### config.mk
export PLATFORM = sky130hd
export DESIGN_NAME = alu_unit
export DESIGN_NICKNAME = d
export VERILOG_FILES = /design/src/rtl/alu_pkg.sv /design/src/rtl/alu_mul_iter.sv /design/src/rtl/alu_unit.sv
export SDC_FILE = /design/constraint.sdc
export NUM_CORES = 1
export LEC_CHECK = 0
export ABC_AREA = 1
export CORE_MARGIN = 10
export CORE_UTILIZATION = 50
export CTS_BUF_LIST = sky130_fd_sc_hd__clkbuf_4 sky130_fd_sc_hd__clkbuf_8
export DETAILED_ROUTE_END_ITERATION = 6
export PLACE_DENSITY = 0.76
export SLEW_MARGIN = 20
export SYNTH_ARGS = -nofsm -noshare
export SYNTH_HDL_FRONTEND = slang
export SYNTH_SLANG_ARGS = --single-unit
### constraint.sdc
create_clock -name clk -period 4.3 [get_ports clk]
set_input_delay 0.86 -clock clk [delete_from_list [all_inputs] [get_ports clk]]
set_output_delay 0.86 -clock clk [all_outputs]
set_load 0.1 [all_outputs]
### src/rtl/alu_pkg.sv
// Shared opcode encodings and FSM state type for the ALU unit.
package alu_pkg;

    localparam logic [2:0] OP_ADD = 3'b000;
    localparam logic [2:0] OP_SUB = 3'b001;
    localparam logic [2:0] OP_AND = 3'b010;
    localparam logic [2:0] OP_OR  = 3'b011;
    localparam logic [2:0] OP_XOR = 3'b100;
    localparam logic [2:0] OP_SLL = 3'b101;
    localparam logic [2:0] OP_SRL = 3'b110;
    localparam logic [2:0] OP_MUL = 3'b111;

    typedef enum logic [1:0] {
        IDLE = 2'd0,
        EXEC = 2'd1,
        DONE = 2'd2
    } state_t;

endpackage

### src/rtl/alu_mul_iter.sv
// Iterative shift-add multiplier: one partial product per cycle, WIDTH cycles,
// returning the low WIDTH bits of a*b.
module alu_mul_iter #(
    parameter int WIDTH = 8
) (
    input  logic             clk,
    input  logic             rst_n,
    input  logic             start,
    input  logic [WIDTH-1:0] a,
    input  logic [WIDTH-1:0] b,
    output logic             busy,
    output logic             done,
    output logic [WIDTH-1:0] product
);

    localparam int CW = $clog2(WIDTH) + 1;
    localparam logic [CW-1:0] LAST = CW'(WIDTH - 1);

    logic [WIDTH-1:0] mcand;
    logic [WIDTH-1:0] mplier;
    logic [WIDTH-1:0] acc;
    logic [WIDTH-1:0] sum;
    logic [CW-1:0]    cnt;

    // Only the low WIDTH bits are kept, so the multiplicand may shift out the top.
    assign sum     = acc + (mplier[0] ? mcand : '0);
    assign done    = busy && (cnt == LAST);
    assign product = sum;

    always_ff @(posedge clk) begin
        if (!rst_n) begin
            mcand  <= '0;
            mplier <= '0;
            acc    <= '0;
            cnt    <= '0;
            busy   <= 1'b0;
        end else if (start) begin
            mcand  <= a;
            mplier <= b;
            acc    <= '0;
            cnt    <= '0;
            busy   <= 1'b1;
        end else if (busy) begin
            acc    <= sum;
            mcand  <= mcand << 1;
            mplier <= mplier >> 1;
            cnt    <= cnt + CW'(1);
            if (done) begin
                busy <= 1'b0;
            end
        end
    end

endmodule

### src/rtl/alu_unit.sv
// Single-issue ALU with valid/ready in and out; MUL is iterative when
// ALU_UNIT_MUL_EN is defined, otherwise it completes at once with err=1.
// Handshake: a transfer happens on a rising edge where valid && ready; the
// producer holds valid and payload steady until that edge.
module alu_unit
    import alu_pkg::*;
#(
    parameter int WIDTH = 8,
    parameter int SHW   = $clog2(WIDTH)
) (
    input  logic             clk,
    input  logic             rst_n,
    input  logic             in_valid,
    output logic             in_ready,
    input  logic [2:0]       op,
    input  logic [WIDTH-1:0] rd_data,
    input  logic [WIDTH-1:0] rs_data,
    output logic             out_valid,
    input  logic             out_ready,
    output logic [WIDTH-1:0] out,
    output logic             zero,
    output logic             neg,
    output logic             carry,
    output logic             ovf,
    output logic             err,
    output state_t           dbg_state
);

    state_t           state, next_state;
    logic             accept, is_mul, load_alu, load_mul;
    logic [WIDTH:0]   add_full;
    logic [WIDTH-1:0] sub_res;
    logic [WIDTH-1:0] alu_res;
    logic             alu_carry, alu_ovf, alu_err;
    logic             mul_busy, mul_done;
    logic [WIDTH-1:0] mul_product;

    assign in_ready  = (state == IDLE) || ((state == DONE) && out_ready);
    assign out_valid = (state == DONE);
    assign accept    = in_valid && in_ready;
    assign dbg_state = state;

`ifdef ALU_UNIT_MUL_EN
    logic mul_start;
    assign is_mul    = (op == OP_MUL);
    assign mul_start = accept && is_mul;

    alu_mul_iter #(.WIDTH(WIDTH)) u_mul (
        .clk     (clk),
        .rst_n   (rst_n),
        .start   (mul_start),
        .a       (rd_data),
        .b       (rs_data),
        .busy    (mul_busy),
        .done    (mul_done),
        .product (mul_product)
    );
`else
    assign is_mul      = 1'b0;
    assign mul_busy    = 1'b0;
    assign mul_done    = 1'b0;
    assign mul_product = '0;
`endif

    assign load_alu = accept && !is_mul;
    assign load_mul = (state == EXEC) && mul_done;

    assign add_full = {1'b0, rd_data} + {1'b0, rs_data};
    assign sub_res  = rd_data - rs_data;

    always_comb begin
        alu_res   = '0;
        alu_carry = 1'b0;
        alu_ovf   = 1'b0;
        alu_err   = 1'b0;
        case (op)
            OP_ADD: begin
                alu_res   = add_full[WIDTH-1:0];
                alu_carry = add_full[WIDTH];
                alu_ovf   = (rd_data[WIDTH-1] == rs_data[WIDTH-1]) &&
                            (add_full[WIDTH-1] != rd_data[WIDTH-1]);
            end
            OP_SUB: begin
                alu_res   = sub_res;
                alu_carry = (rd_data < rs_data);
                alu_ovf   = (rd_data[WIDTH-1] != rs_data[WIDTH-1]) &&
                            (sub_res[WIDTH-1] != rd_data[WIDTH-1]);
            end
            OP_AND: alu_res = rd_data & rs_data;
            OP_OR:  alu_res = rd_data | rs_data;
            OP_XOR: alu_res = rd_data ^ rs_data;
            OP_SLL: alu_res = rd_data << rs_data[SHW-1:0];
            OP_SRL: alu_res = rd_data >> rs_data[SHW-1:0];
`ifndef ALU_UNIT_MUL_EN
            OP_MUL: alu_err = 1'b1;
`endif
            default: ;
        endcase
    end

    always_ff @(posedge clk) begin
        if (!rst_n) begin
            state <= IDLE;
        end else begin
            state <= next_state;
        end
    end

    always_comb begin
        next_state = state;
        case (state)
            IDLE: if (accept) next_state = is_mul ? EXEC : DONE;
            EXEC: begin
                // A multiplier that stops without signalling done would strand
                // the FSM; fall back to IDLE rather than hang.
                if (mul_done)      next_state = DONE;
                else if (!mul_busy) next_state = IDLE;
            end
            DONE: begin
                if (accept)         next_state = is_mul ? EXEC : DONE;
                else if (out_ready) next_state = IDLE;
            end
            default: next_state = IDLE;
        endcase
    end

    always_ff @(posedge clk) begin
        if (!rst_n) begin
            out   <= '0;
            zero  <= 1'b0;
            neg   <= 1'b0;
            carry <= 1'b0;
            ovf   <= 1'b0;
            err   <= 1'b0;
        end else if (load_alu) begin
            out   <= alu_res;
            zero  <= !alu_err && (alu_res == '0);
            neg   <= alu_res[WIDTH-1];
            carry <= alu_carry;
            ovf   <= alu_ovf;
            err   <= alu_err;
        end else if (load_mul) begin
            out   <= mul_product;
            zero  <= (mul_product == '0);
            neg   <= mul_product[WIDTH-1];
            carry <= 1'b0;
            ovf   <= 1'b0;
            err   <= 1'b0;
        end
    end

endmodule

==> qor.yml <==
nets: 468
seqCellArea_sq_um: 260
fin_hold_ws_ns: 0.464
crit_type: "in -> reg"
ys.flops: 13
worst-path-buf-inv: 3
postSynth.asyncResetShare_pct: 0
rows: 24
overflow: 0
synth_chip_area_sq_mm: 0.00222
combPwrFrac_pct: 56.9
logic_area_sq_mm: 0.00165
grt_max_degree: 22
final_cells: 469
via_per_inst: 5.49
netlist_instances: 387
switching_power_mw: 0.276
ioPinCount: 40
gr-usage-met2_pct: 26.7
drc: 0
dieHeight_microns: 86.6
cts_buffers: 3
dpl_worst_slack_ns: 0.957
crit_fanout: 12
drive_above_1_share_pct: 7.67
dpl.cell_count: 465
ant_nets: 0
relSlewSlack_pct: 35.1
n_tap_cell: 52
non_clock_buffer_area_share_pct: 14.7
p_seq_mw: 0.134
sw_frac_of_total_pct: 48.0
warnings: 43
p_clk_mw: 0.114
place.gp.congestion: 0.971
antenna_found_initial: 0
cp_slowest_cell: "clkdlybuf4s50_1"
syn-cell-area_sq_mm: 0.00222
edf_count: 0
port_buffers: 38
inverters: 59
setup_slack_ns: 1.19
hpwlAfterDp_microns: 5370
setup-violations-final: 0
min_path_type: "reg -> reg"
fillers: 413
ctsLongestPathBuffers: 2
cp-start-kind: "input port"
clk_share_pct: 1.86
die_x_microns: 86.6
fmax_mhz: 321
ys_seq_share_pct: 11.7
syn_nets: 437
diodes: 0
synth.distinct_cells: 32
grt_pass1_vias: 2287
max-cap-violations: 0
comb-cell-share_pct: 62.6
status: "complete, no violations"
first_iter_violations: 262
p_per_area_mw_per_mm2: 219
wire_per_inst_microns: 13.9
htreeDepth: 1
syn_to_final_growth_pct: 18.4
cts.clk_slew.worst_paths_ns: 0.05
grt_pass1_wl_microns: 10800
vias: 2575
slew_viol_final: 0
crit_family: "buffers and inverters"
yosys_warnings: 0
required_ns: 4.48
ff_type: "dfxtp_1"
cts_root_buf: "clkbuf_8"
syn_avg_cell_area_sq_um: 5.74
p_leak_nw: 1.33
most-common-layout-cells: "nand2_1, nand3_1, inv_1"
fin_crit_sh_pct: 72.4
top_register: "out"
cts_hold_buf: 0
ys_cells: 387
nClkBuffers: 4
fin_crit_ns: 3.11
worst_pin_slew_ns: 0.971
layout_top_cell: "nand2_1"
num-nonclk-buffers: 39
seq_cells: 13
cts_resized: 0
p_comb_mw: 0.327
rsz0062_at_grt: "no"
logic_gate_count: 302
top_area_cell_class: "combinational gates"
grt.total_usage_pct: 17.0
fin_util_pct: 60.8
clock_sink_count: 13
top_usage_layer: "met2"
[synthesized netlist by cell type, types with 3 or more instances]
master / count / area, sq um
o211ai_1: 6 / 45.0
nand2_1: 104 / 390
inv_1: 49 / 184
buf_2: 3 / 15.0
nand4_1: 6 / 37.5
buf_4: 8 / 60.1
nor2_2: 4 / 25.0
inv_2: 9 / 33.8
nand3_1: 78 / 390
a21oi_1: 18 / 90.1
ha_1: 25 / 313
nand2_2: 3 / 18.8
dfxtp_1: 13 / 260
nor2_1: 30 / 113
o21ai_0: 9 / 45.0
[metrics by stage]
stage / cell area (sq um) / total power [mW]
4_1_cts: 2630 / 0.573
3_5_place_dp: 2580 / 0.459
2_1_floorplan: 2220 / 0.378
5_1_grt: 2630 / 0.613
6_report: 2630 / 0.575
3_3_place_gp: 2580 / 0.458
[path summary, 6_finish.rpt]
| check | endpoint | start | depth (start not counted) |
|---|---|---|---|
| worst max-delay path | zero | rs_data[0] | 15 |
| worst min-delay path | ovf | ovf | 2 |
| worst max register to register | zero | dbg_state[1] | 9 |
| worst min register to register | ovf | ovf | 2 |
[tightest hold or removal path, delay by kind of cell (launching register included)]
family | cells | cell delay [ns]
compound gates | 1 | 0.05
flops | 1 | 0.30
simple gates | 1 | 0.06
[routing by layer]
layer  up-vias  part of all wire (%)
met1      1109                    45
li1       1314                     -
met5         -                     0
met4         0                   2.9
met2       135                    43
met3        17                   9.3
[logic make-up after synthesis]
| kind of cell | Yosys count | share of synthesized area, % |
|---|---|---|
| AND/OR/NAND/NOR | 233 | 47.4 |
| buffers and inverters | 72 | 14.1 |
| AND-OR/OR-AND | 40 | 10.3 |
| adder cells (fa/ha/maj) | 27 | 15.9 |
| flip-flops | 13 | 11.7 |
| XOR/XNOR | 1 | 0.395 |
| other | 1 | 0.169 |
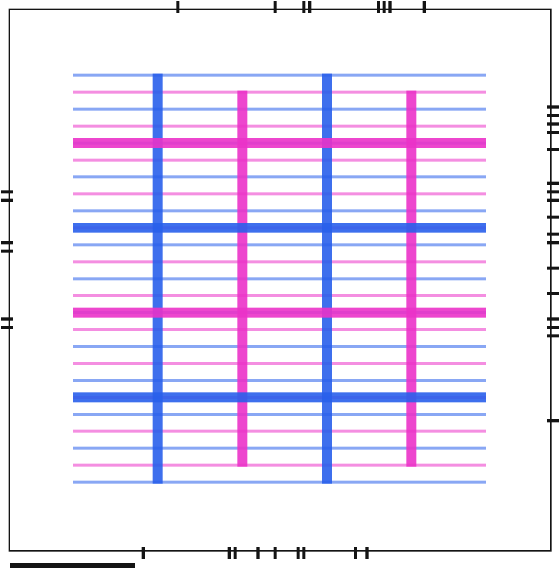
**Above:** supply network.
Bar = 20 microns. Pins as bars on the die edge.
Key: magenta = VDD; blue = VSS
40 signal pins sit on the boundary. The core has 24 rows. 4 straps on met4. 25 met1 rails follow the rows. 4 straps on met5.

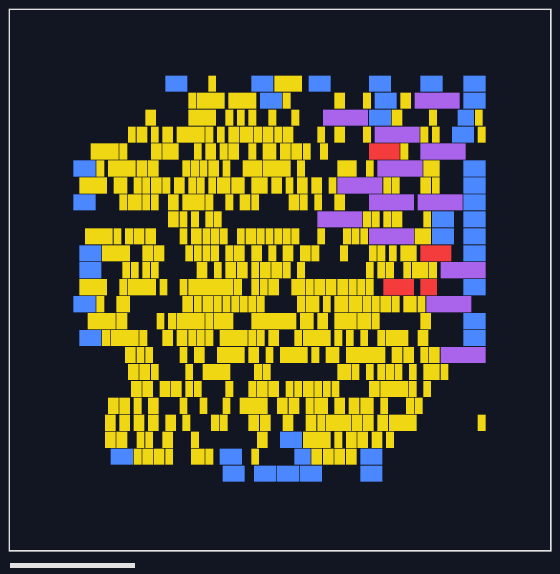
**Above:** cell classes on the final placement.
Bar = 20 microns.
Key: blue = remaining buffers and delay cells [cells 39, share of their area 15%]; red = clock drivers and dummy loads [cells 4, share of their area 1.9%]; yellow = remaining logic cells [cells 361, share of their area 73%]; purple = sequential cells [cells 13, share of their area 10%]

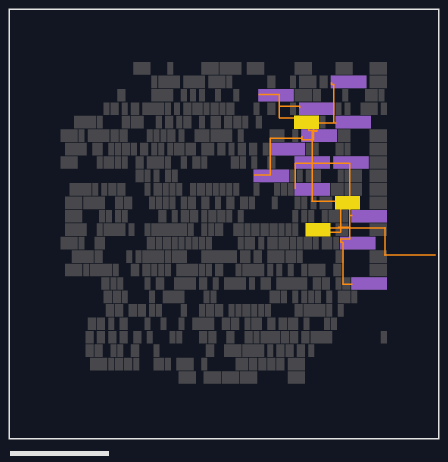
**Above:** clock wires, drivers and flops.
Bar = 20 microns.
Key: purple = flip-flops [count 13]; yellow = clock-net drivers [count 3]; orange = clock wires [length 175 microns]
There are 4 routed clock nets.
skew final: 0.00265 ns
clk ins delay skew pair: 0.24 ns
clock share of power: 19.8%

Power figures rest on the tool's default switching activity, not on a simulated workload.
